## src/rtl/uart_pkg.sv

```systemverilog
// Shared UART types: parity modes, receiver FSM states and the received-word payload.
package uart_pkg;

  localparam int unsigned UART_MIN_DATA_BITS = 5;

  typedef enum logic [1:0] {
    PAR_NONE = 2'd0,
    PAR_EVEN = 2'd1,
    PAR_ODD  = 2'd2
  } parity_mode_e;

  typedef enum logic [2:0] {
    RX_IDLE,
    RX_START,
    RX_DATA,
    RX_PARITY,
    RX_STOP1,
    RX_STOP2,
    RX_BRK_WAIT
  } rx_ovs_state_e;

  typedef struct packed {
    logic [7:0] data;
    logic       parity_error;
    logic       frame_error;
    logic       brk;
  } rx_word_t;

  // Register encoding 11 is an alias for "no parity".
  function automatic parity_mode_e decode_parity(input logic [1:0] mode);
    case (mode)
      2'b01:   return PAR_EVEN;
      2'b10:   return PAR_ODD;
      default: return PAR_NONE;
    endcase
  endfunction

endpackage

```

## src/rtl/uart_baud_tick.sv

```systemverilog
// Oversample tick generator: one-cycle tick every i_div clocks, restarted by i_reload.
module uart_baud_tick #(
  parameter int unsigned DIV_W = 16
) (
  input  logic             i_clk,
  input  logic             i_nrst,
  input  logic             i_reload,
  input  logic [DIV_W-1:0] i_div,
  output logic             o_tick
);

  logic [DIV_W-1:0] div_q;
  logic [DIV_W-1:0] cnt_q;

  // Divider latch on reload (0 treated as 1), free-running count otherwise.
  always_ff @(posedge i_clk or negedge i_nrst) begin
    if (!i_nrst) begin
      div_q  <= DIV_W'(1);
      cnt_q  <= '0;
      o_tick <= 1'b0;
    end else if (i_reload) begin
      div_q  <= (i_div == '0) ? DIV_W'(1) : i_div;
      cnt_q  <= '0;
      o_tick <= 1'b0;
    end else if (cnt_q == div_q - DIV_W'(1)) begin
      cnt_q  <= '0;
      o_tick <= 1'b1;
    end else begin
      cnt_q  <= cnt_q + DIV_W'(1);
      o_tick <= 1'b0;
    end
  end

endmodule

```

## src/rtl/uart_rx_ovs.sv

```systemverilog
// Oversampling UART receiver with majority voting, runtime framing, break detection
// and a valid/ready output with overrun reporting.
module uart_rx_ovs
  import uart_pkg::*;
#(
  parameter int unsigned OVS         = 16,
  parameter int unsigned DIV_W       = 16,
  parameter int unsigned SYNC_STAGES = 2
) (
  input  logic             i_clk,
  input  logic             i_nrst,
  input  logic             i_en,
  input  logic [DIV_W-1:0] i_baud_div,
  input  logic             i_rx,
  input  logic [1:0]       i_data_bits,
  input  logic [1:0]       i_parity_mode,
  input  logic             i_stop_bits,
  input  logic             i_msb_first,
  output logic [7:0]       o_data,
  output logic             o_valid,
  input  logic             i_ready,
  output logic             o_parity_error,
  output logic             o_frame_error,
  output logic             o_break,
  output logic             o_overrun,
  output logic             o_busy
);

  localparam int unsigned CNT_W = $clog2(OVS);
  localparam logic [CNT_W-1:0] CNT_MID  = CNT_W'(OVS / 2);
  localparam logic [CNT_W-1:0] CNT_LAST = CNT_W'(OVS - 1);

  logic [SYNC_STAGES-1:0] sync_q;
  logic                   rxs, rxs_d;
  logic                   tick;
  logic [CNT_W-1:0]       ovs_cnt_q;
  logic [1:0]             win_q;
  logic                   mid_c, maj_c, fall_c;

  rx_ovs_state_e state_q, state_d;
  logic [2:0]    nbits_m1_q;
  parity_mode_e  par_q;
  logic          stop2_q, msb_q;
  logic [7:0]    data_q;
  logic [2:0]    bit_idx_q;
  logic          par_acc_q, zero_q, perr_q, ferr_q;
  logic          last_bit_c;
  logic [2:0]    pos_c;

  logic     start_c, capture_c, par_chk_c, stop_c, brk_c, done_c;
  rx_word_t word_c;

  assign rxs    = sync_q[SYNC_STAGES-1];
  assign fall_c = rxs_d & ~rxs;

  // Line synchroniser plus one-cycle history for edge detection; idle level is high.
  always_ff @(posedge i_clk or negedge i_nrst) begin
    if (!i_nrst) begin
      sync_q <= '1;
      rxs_d  <= 1'b1;
    end else begin
      sync_q <= {sync_q[SYNC_STAGES-2:0], i_rx};
      rxs_d  <= rxs;
    end
  end

  uart_baud_tick #(.DIV_W(DIV_W)) u_tick (
    .i_clk    (i_clk),
    .i_nrst   (i_nrst),
    .i_reload (start_c),
    .i_div    (i_baud_div),
    .o_tick   (tick)
  );

  // Per-bit oversample counter and sample window, both aligned to the start edge.
  always_ff @(posedge i_clk or negedge i_nrst) begin
    if (!i_nrst) begin
      ovs_cnt_q <= '0;
      win_q     <= '1;
    end else if (start_c) begin
      ovs_cnt_q <= '0;
    end else if (tick) begin
      ovs_cnt_q <= (ovs_cnt_q == CNT_LAST) ? '0 : ovs_cnt_q + CNT_W'(1);
      win_q     <= {win_q[0], rxs};
    end
  end

  assign mid_c = tick && (ovs_cnt_q == CNT_MID);
  assign maj_c = (win_q[1] & win_q[0]) | (win_q[1] & rxs) | (win_q[0] & rxs);

  assign last_bit_c = (bit_idx_q == nbits_m1_q);
  assign pos_c      = msb_q ? (nbits_m1_q - bit_idx_q) : bit_idx_q;

  // State register.
  always_ff @(posedge i_clk or negedge i_nrst) begin
    if (!i_nrst) state_q <= RX_IDLE;
    else         state_q <= state_d;
  end

  // Next-state logic; a low enable aborts any frame in progress.
  always_comb begin
    state_d = state_q;
    if (!i_en) begin
      state_d = RX_IDLE;
    end else begin
      case (state_q)
        RX_IDLE:     if (fall_c) state_d = RX_START;
        RX_START:    if (mid_c) state_d = maj_c ? RX_IDLE : RX_DATA;
        RX_DATA:     if (mid_c && last_bit_c) state_d = (par_q != PAR_NONE) ? RX_PARITY : RX_STOP1;
        RX_PARITY:   if (mid_c) state_d = RX_STOP1;
        RX_STOP1:    if (mid_c) state_d = brk_c ? RX_BRK_WAIT : (stop2_q ? RX_STOP2 : RX_IDLE);
        RX_STOP2:    if (mid_c) state_d = RX_IDLE;
        RX_BRK_WAIT: if (rxs) state_d = RX_IDLE;
        default:     state_d = RX_IDLE;
      endcase
    end
  end

  // Per-state strobes driving the datapath and the output register.
  always_comb begin
    start_c   = 1'b0;
    capture_c = 1'b0;
    par_chk_c = 1'b0;
    stop_c    = 1'b0;
    brk_c     = 1'b0;
    done_c    = 1'b0;
    case (state_q)
      RX_IDLE:   start_c   = i_en & fall_c;
      RX_DATA:   capture_c = mid_c;
      RX_PARITY: par_chk_c = mid_c;
      RX_STOP1: begin
        stop_c = mid_c;
        brk_c  = mid_c & ~maj_c & zero_q;
        done_c = i_en & mid_c & (brk_c | ~stop2_q);
      end
      RX_STOP2: begin
        stop_c = mid_c;
        done_c = i_en & mid_c;
      end
      default: ;
    endcase
  end

  // Frame configuration snapshot, taken only when a start edge is accepted.
  always_ff @(posedge i_clk or negedge i_nrst) begin
    if (!i_nrst) begin
      nbits_m1_q <= 3'd7;
      par_q      <= PAR_NONE;
      stop2_q    <= 1'b0;
      msb_q      <= 1'b0;
    end else if (start_c) begin
      nbits_m1_q <= 3'(UART_MIN_DATA_BITS - 1) + 3'(i_data_bits);
      par_q      <= decode_parity(i_parity_mode);
      stop2_q    <= i_stop_bits;
      msb_q      <= i_msb_first;
    end
  end

  // Data shift-in, running parity, all-zero tracking for break, and error flags.
  always_ff @(posedge i_clk or negedge i_nrst) begin
    if (!i_nrst) begin
      data_q    <= '0;
      bit_idx_q <= '0;
      par_acc_q <= 1'b0;
      zero_q    <= 1'b1;
      perr_q    <= 1'b0;
      ferr_q    <= 1'b0;
    end else if (start_c) begin
      data_q    <= '0;
      bit_idx_q <= '0;
      par_acc_q <= 1'b0;
      zero_q    <= 1'b1;
      perr_q    <= 1'b0;
      ferr_q    <= 1'b0;
    end else begin
      if (capture_c) begin
        data_q[pos_c] <= maj_c;
        bit_idx_q     <= bit_idx_q + 3'd1;
        par_acc_q     <= par_acc_q ^ maj_c;
        zero_q        <= zero_q & ~maj_c;
      end
      if (par_chk_c) begin
        perr_q <= par_acc_q ^ maj_c ^ (par_q == PAR_ODD);
        zero_q <= zero_q & ~maj_c;
      end
      if (stop_c && !maj_c) ferr_q <= 1'b1;
    end
  end

  // The current stop sample is folded in directly since ferr_q updates a cycle late.
  always_comb begin
    word_c.data         = data_q;
    word_c.parity_error = perr_q;
    word_c.frame_error  = ferr_q | (stop_c & ~maj_c);
    word_c.brk          = brk_c;
  end

  // Output holding register with valid/ready handshake and overrun pulse.
  always_ff @(posedge i_clk or negedge i_nrst) begin
    if (!i_nrst) begin
      o_data         <= '0;
      o_valid        <= 1'b0;
      o_parity_error <= 1'b0;
      o_frame_error  <= 1'b0;
      o_break        <= 1'b0;
      o_overrun      <= 1'b0;
      o_busy         <= 1'b0;
    end else begin
      o_overrun <= 1'b0;
      o_busy    <= (state_d != RX_IDLE);
      if (done_c) begin
        if (!o_valid || i_ready) begin
          o_data         <= word_c.data;
          o_parity_error <= word_c.parity_error;
          o_frame_error  <= word_c.frame_error;
          o_break        <= word_c.brk;
          o_valid        <= 1'b1;
        end else begin
          o_overrun <= 1'b1;
        end
      end else if (o_valid && i_ready) begin
        o_valid <= 1'b0;
      end
    end
  end

endmodule

```

## config.mk

```make
export PLATFORM = sky130hd
export DESIGN_NAME = uart_rx_ovs
export DESIGN_NICKNAME = d
export VERILOG_FILES = /design/src/rtl/uart_pkg.sv /design/src/rtl/uart_baud_tick.sv /design/src/rtl/uart_rx_ovs.sv
export SDC_FILE = /design/constraint.sdc
export NUM_CORES = 1
export LEC_CHECK = 0
export CAP_MARGIN = 20
export CORE_MARGIN = 2
export CORE_UTILIZATION = 35
export CTS_BUF_LIST = sky130_fd_sc_hd__clkbuf_2 sky130_fd_sc_hd__clkbuf_4 sky130_fd_sc_hd__clkbuf_8
export CTS_CLUSTER_SIZE = 25
export DETAILED_ROUTE_END_ITERATION = 7
export HOLD_SLACK_MARGIN = 0.02
export PLACE_DENSITY = 0.55
export SETUP_SLACK_MARGIN = 0.02
export SYNTH_ARGS = -nofsm -noshare
export SYNTH_HDL_FRONTEND = slang
export SYNTH_SLANG_ARGS = --single-unit
```

## constraint.sdc

```tcl
create_clock -name i_clk -period 8.3 [get_ports i_clk]
set_clock_uncertainty 0.1 [all_clocks]
set_input_delay 1.66 -clock i_clk [delete_from_list [all_inputs] [get_ports i_clk]]
set_output_delay 1.66 -clock i_clk [all_outputs]
set_load 0.02 [all_outputs]
```

layer_met2.png
The bar under the picture is 20 um long.
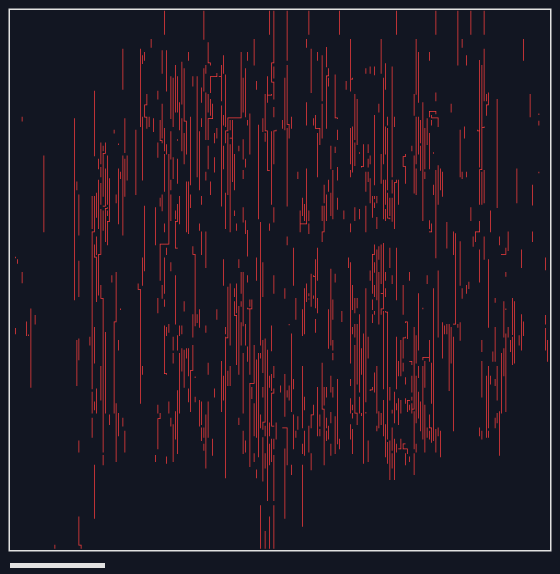
The longest straight run is 38.1 um. The wires run mostly vertical.

layer_met1.png
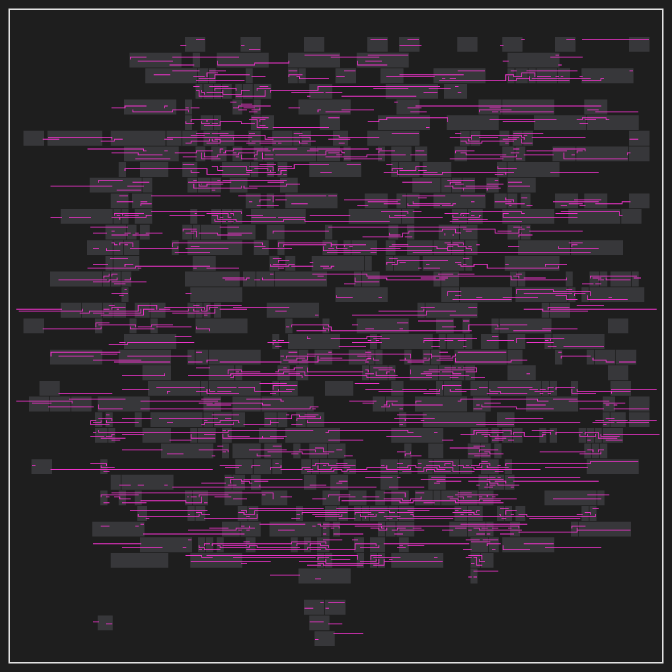
The wires run mostly horizontal. The longest straight run is 47.4 um. 476 nets have wire on it.

clocks.png
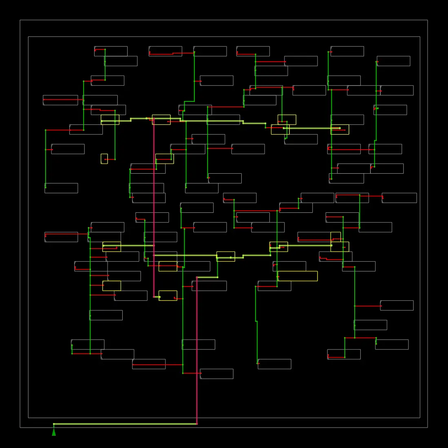
flip-flops: 80
Clk. pwr: 0.313 mW
clock sink count: 80

==> flow_metrics.tcl <==
# implementation run metrics
set metrics [dict create \
    status "complete, no violations" \
    intPower_mw 0.699 \
    drive_gt1_share_pct 6.71 \
    ios 41 \
    critPathCaptureType "flop" \
    p_sw_share_pct 29.8 \
    syn_area_um2 4190 \
    overflow 0 \
    setup_viol 0 \
    power_density_nw_per_um2 201 \
    nNetsFinal 522 \
    antenna_cells 0 \
    post_cts.repair.setup_buffers 0 \
    grt_pass1_vias 3301 \
    crit_buf_inv 1 \
    clkbuf_count 14 \
    rr_worst_depth 8 \
    gr-usage-met2_pct 23.7 \
    r2r_start "u_tick.div_q[1]$_DFFE_PN0P_" \
    p_clk_share_pct 31.5 \
    grt_usage_pct 15.3 \
    num-multi-input-gates 341 \
    fp-row-count 39 \
    vias 3250 \
    lay_top_cells "76 x nand2_1, 71 x dfrtp_1, 46 x nor2_1, 39 x clkdlybuf4s50_1, 22 x a21oi_1" \
    syn_nets 488 \
    met1_usage_pct 21.6 \
    ys_ff 80 \
    postRouteWirelength_mm 9.26 \
    setup_slack_ps 4780 \
    fa_ha_area_share_pct 2.81 \
    p_leak_nw 2.14 \
    top_layer "met4" \
    top_regs "u_tick.cnt_q: 16 flops, u_tick.div_q: 16 flops" \
    combGateArea_um2 2060 \
    wl_met3_um 320 \
    edf_count 0 \
    cts_resized 0 \
    place_area_um2 4700 \
    clk_pin_slew_ps 80 \
    ys_types 54 \
    die_w_um 113 \
    drt_pre_antenna_iters 4 \
    netlist_instances 453 \
    seq_area_share_pct 40.6 \
    gp_congestion 0.770 \
    vias_per_cell 5.12 \
    critical_path.slowest_cell "nor2b_1" \
    tool_warnings 28 \
    coreArea_um2 11600 \
    ctsHoldBuffers 0 \
    drcViolationCount 0 \
    fmax_mhz 284 \
    mux_area_share_pct 3.94 \
    clk_latency_ps 360 \
    cp-startpoint "i_en" \
    synthTopCellsByArea "dfrtp_1 42%, nand2_1 6.8%, dfstp_2 5.6%, xnor2_1 4.4%, xor2_1 4.2%" \
    syn_area_per_cell_um2 9.25 \
    vdd_drop_max_v 0.0000764 \
    nNonClkBuffers 44 \
    tap_cells 143 \
    yosys.area_share.aoi_pct 9.55 \
    critPathKind "in -> reg" \
    top_area_cell "dfrtp_1" \
    timing.rr.end "u_tick.cnt_q[1]$_DFF_PN0_" \
    path_cells "clkdlybuf4s50_1, nand4b_1, nor2b_1, mux2_1" \
    hold_path.class "reg -> reg" \
    worstMarginPinSlew_ps 1050 \
    ctsLongestPathBuffers 2 \
    whs_ps 257 \
    hp-start "sync_q[0]$_DFF_PN1_" \
    power_leader "sequential cells" \
    simple_gate_area_share_pct 24.2 \
    cts_buffers 9 \
    ys_warn_count 0 \
    floorplan.core_util_pct 36.2 \
    synth.most_common_cell "nand2_1" \
    worstPathRequired_ps 8440 \
    top_area_share_pct 42.4 \
    power_frac_comb_pct 19.8 \
    ys_area_um2 4190 \
    clk_share_pct 4.47 \
    stdcell_count 635 \
    rsz0062_at_grt "false" \
    drt_iter0_drc 113 \
    r2r_slack_ps 5000 \
    post-route-min-period_ps 3520 \
    finalInstanceArea_um2 4960 \
    crit_cells 4 \
    maxSlewViolCount 0 \
    p_seq_mw 0.485 \
    startpoint_type "primary input" \
    comb_area_share_pct 41.5 \
    lay_top_count "nand2_1" \
    dp_slack_ps 4420 \
    fp.dieH_um 113 \
    min_to "sync_q[1]$_DFF_PN1_" \
    portBuffers 40 \
    routedLengthMet1_mm 4.75 \
    path_delay_family "simple AND/OR/NAND/NOR gates" \
    arrival_ps 3660 \
    bufAreaShareNonClock_pct 9.03 \
    async_flop_share_pct 100 \
    seq_area_frac_synth_pct 48.0 \
    ff_type "dfrtp_1" \
]
layer_met3.png
The bar under the picture is 20 um long.
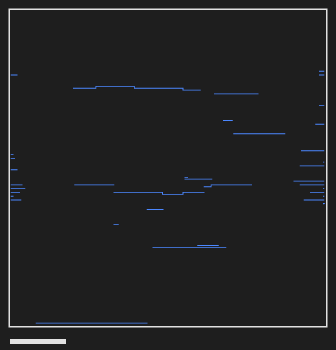
The layer carries 321 um of wire. 31 nets have wire on it. The layer holds 3.5% of the routed length. The wires run mostly horizontal. The longest straight run is 39.8 um.

metal_density.png
The bar under the picture is 20 um long. The die is cut into 23 by 23 equal tiles; dark purple is low, yellow is high, scaled to the fullest tile. Values are wire area over tile area, all layers added.
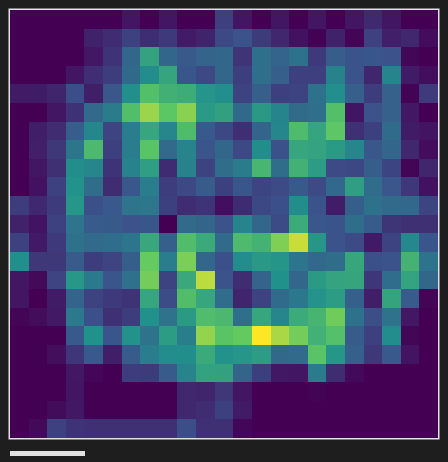
The densest ninth of the die: middle. 20% of the tiles are nearly empty. The fullest tile reaches 0.43. 16% of the tiles are over half the peak. The mean over all tiles is 0.11.

Power is estimated from default activity; no workload was simulated.
